==> config.mk <==
export PLATFORM = sky130hd
export DESIGN_NAME = stdp_update_scheduler_flat
export DESIGN_NICKNAME = d
export VERILOG_FILES = /design/src/rtl/stdp_update_scheduler_if.sv /design/src/rtl/stdp_update_scheduler.sv /design/src/flat_wrapper.sv
export SDC_FILE = /design/constraint.sdc
export NUM_CORES = 1
export LEC_CHECK = 0
export CAP_MARGIN = 40
export CORE_MARGIN = 5
export CORE_UTILIZATION = 50
export CTS_CLUSTER_DIAMETER = 30
export CTS_CLUSTER_SIZE = 16
export DETAILED_ROUTE_END_ITERATION = 8
export PLACE_DENSITY = 0.7
export SYNTH_ARGS = -nofsm -noshare
export SYNTH_HDL_FRONTEND = slang
export SYNTH_SLANG_ARGS = --single-unit
==> constraint.sdc <==
create_clock -name clk -period 11 [get_ports clk]
set_clock_uncertainty 0.2 [all_clocks]
set_input_delay 3.3 -clock clk [delete_from_list [all_inputs] [get_ports clk]]
set_output_delay 3.3 -clock clk [all_outputs]
set_load 0.02 [all_outputs]
run_1/placed.png
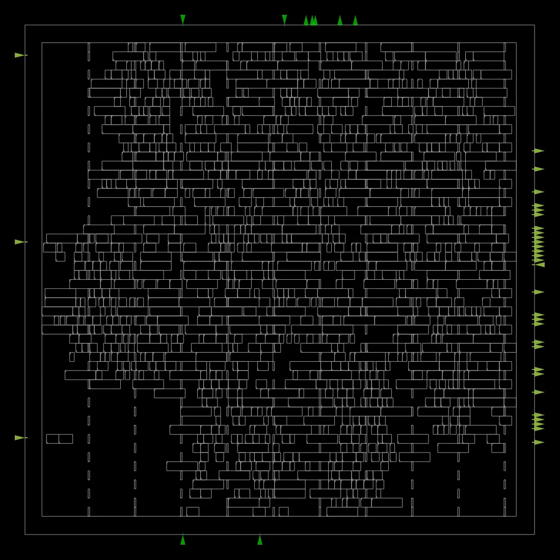
num rows: 52
fraction of area in registers: 0.412
core area: 0.0200 mm2

run_1/clock_wires.png
The bar under the picture is 50 um long.
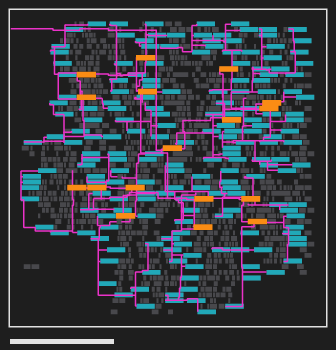
- orange: clock-net drivers (count 17)
- cyan: flip-flops (count 187)
- magenta: clock wires (length 2220 um)
- flops lie: all over the die
Clk Latency, worst-skew pair: 0.43 ns
Clock Power Share: 0.314
clk pwr: 0.630 mW

run_1/sizing.png
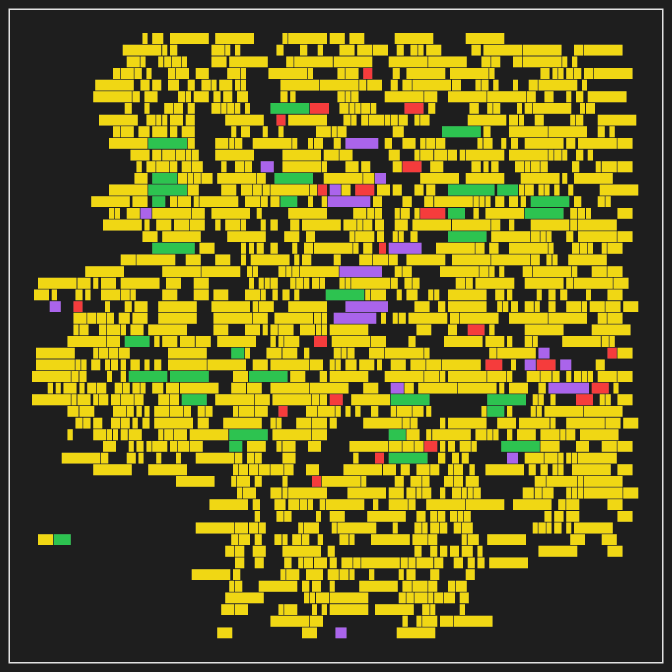
- yellow: x1 and smaller (cells 1051; share 94%; most used dfrtp_1)
- purple: x3 and x4 (cells 18; share 1.6%; most used buf_4)
- green: x6 and larger (cells 31; share 2.8%; most used clkbuf_16)
- red: x2 (cells 22; share 2.0%; most used or2_2)
final worst slack: 3.20 ns
fin area: 0.0114 mm2

==> impl_metrics.ini, run 1 <==
; synthesis and place-and-route metrics
[synth]
ys_cells = 1095
synthesis.nets = 1119
synth_seq_share = 0.463
synthCells = 1095
largest_area_cell = dfrtp_1
edf_count = 0
ys_warn_count = 0

[timing]
drv_slew = 0
min_period_ns = 7.80

[cells_and_area]
clkbuf_count = 18
ff_count = 187
final_core_util = 0.567
layout-drive-gt1-share = 0.0633

[clock_tree]
clock_sinks = 187
htreeDepth = 4

[worst_setup_path]
cpPeakStageDelay_ns = 0.86
r2r_slack_ns = 5.43

[global_routing]
antenna_found_initial = 0
grt.total_usage = 0.197

[place]
post_dp_cell_area_mm2 = 0.0108
port_buffers = 40

[drt]
wl_per_cell_um = 16.3

[outcome]
outcome = completed
==> run 1: power groups by stage <==
stage	logic (mW)	registers (mW)	clock network (mW)
floorplan	0.287	0.877	0
global placement	0.550	0.829	0
detailed placement	0.561	0.833	0
CTS	0.562	0.819	0.644
global route	0.614	0.830	0.672
finish	0.556	0.819	0.630
==> run 1: kinds of logic (layout without fill, tap and decap cells) <==
logic type      Yosys count  after routing  synth area share
mux                      70             70            0.0699
xor+xnor                 40             40            0.0354
fa+ha+maj                16             16            0.0213
flops                   187            187             0.463
compound gates          177            177             0.117
simple gates            522            522             0.261
buf+inv                  83            110            0.0318
==> run 1: critical path: cells and delay by family <==
kind                       cells  cell delay, ns
AOI/OAI and AO/OA              4            1.23
adders and majority gates      4            1.39
buffers and inverters          3            1.00
and+or+nand+nor                5            1.04
--- run 2 (diff from run 1) ---
clock period = 7.7 ns   (was 11 ns; I/O delays follow)
run_2/sizing.png
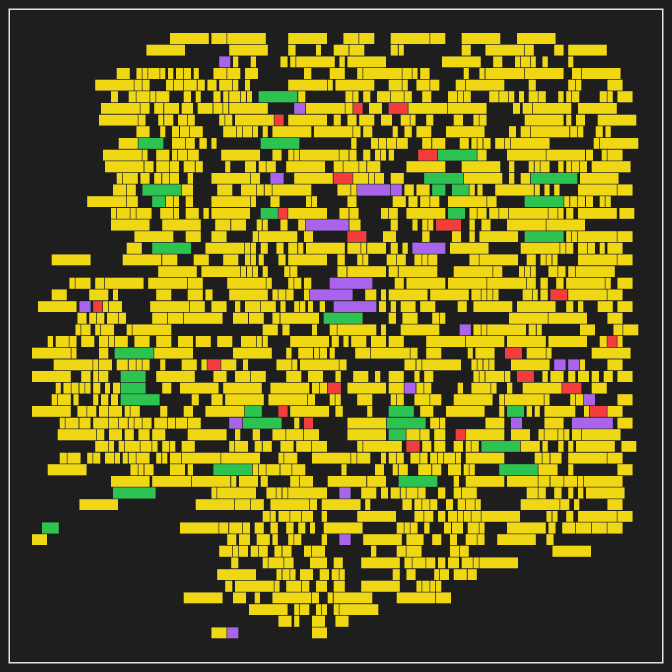
final worst slack: 1.24 ns
Non-CTS buffers: 54
fin area: 0.0114 mm2
area grow syn2layout: 12.9%

run_2/clock_wires.png
The bar under the picture is 50 um long.
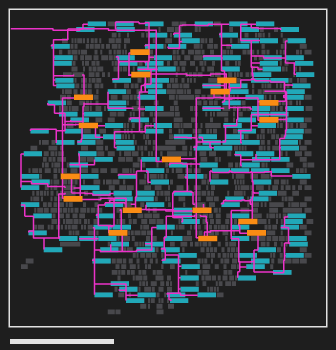
Clock Power Share: 0.315
clk pwr: 0.905 mW
Clk Latency, worst-skew pair: 0.45 ns

==> impl_metrics.ini, run 2 <==
; synthesis and place-and-route metrics
[synth]
async_flop_share = 1.00
ys_warn_count = 0
synthesis.nets = 1119
edf_count = 0
ys_cells = 1095
synthCells = 1095
largest_area_cell = dfrtp_1

[clock_tree]
clock_sinks = 187
htreeDepth = 4

[pwr]
pg_comb_mw = 0.798
finalPower_mw = 2.88
p_int_mw = 1.87
seq_power_mw = 1.17
top_power_group = registers

[global_routing]
antenna_found_initial = 0
grt.total_usage = 0.202

[cells_and_area]
layout-drive-gt1-share = 0.0666
final_core_util = 0.569
final_cells = 1396

[hold_path]
min_path_cells = 1

[timing]
slew-limit-headroom = 0.406
setup_viol = 0
drv_slew = 0
min_period_ns = 6.46

[floorplanning]
core-area_mm2 = 0.0200
row_count = 52

[worst_setup_path]
path_depth = 17
r2r_slack_ns = 2.25
cpLargestDelayFamily = adder cells
cpPeakStageDelay_ns = 0.75
cp.arrival_ns = 6.64

[drt]
wl_met1_um = 10700
wl_per_cell_um = 16.3

[outcome]
outcome = completed

[place]
post_dp_cell_area_mm2 = 0.0108
port_buffers = 40
run_2/ff_map.png
The bar under the picture is 50 um long. Other sequential cells in the stronger grey, the rest of the logic in the fainter grey.
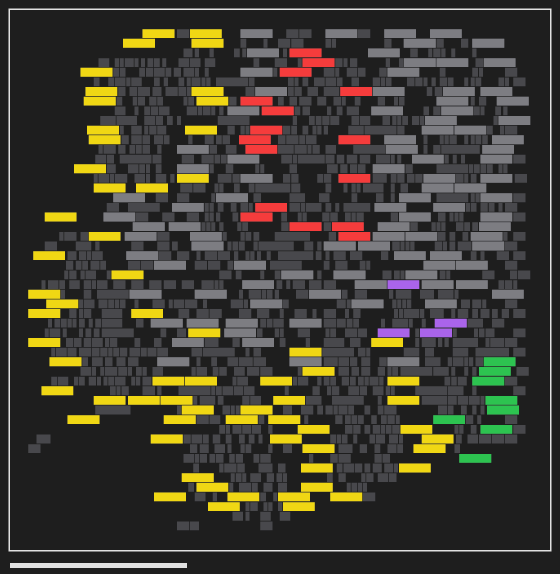
- green: u_core.bus.drop_cnt (sequential cells 8; where south-east)
- red: u_core.post_t (sequential cells 16; where north)
- yellow: u_core.pre_t (sequential cells 64)
- purple: u_core.bus.pend (sequential cells 4; where east)
fraction of area in registers: 0.410
Reg area: 0.00468 mm2

[run 2: netlist changes by cell type in the layout (fill, tap and decap cells not counted), sizes merged]
cell    before  now
clkbuf      18   17
buf         10   14
clkinv       5    6
[run 2: cell families (layout without fill, tap and decap cells)]
group	after synthesis	count (layout)	share of synthesized area
and+or+nand+nor	522	522	0.261
DFF	187	187	0.463
muxes	70	70	0.0699
adders and majority gates	16	16	0.0213
xor gates and xnor gates	40	40	0.0354
buffers and inverters	83	114	0.0318
AOI/OAI and AO/OA	177	177	0.117
[run 2: layout make-up]
class                      count  area (um2)  share of cell area
multi-input combinational    825        5130               0.450
inverter                      28         113             0.00987
tap                          270         338              0.0296
clock buffer                  17         425              0.0373
clock inverter                15         194              0.0170
timing repair buffer          54         529              0.0464
sequential                   187        4680               0.410
Power is estimated from default activity; no workload was simulated.
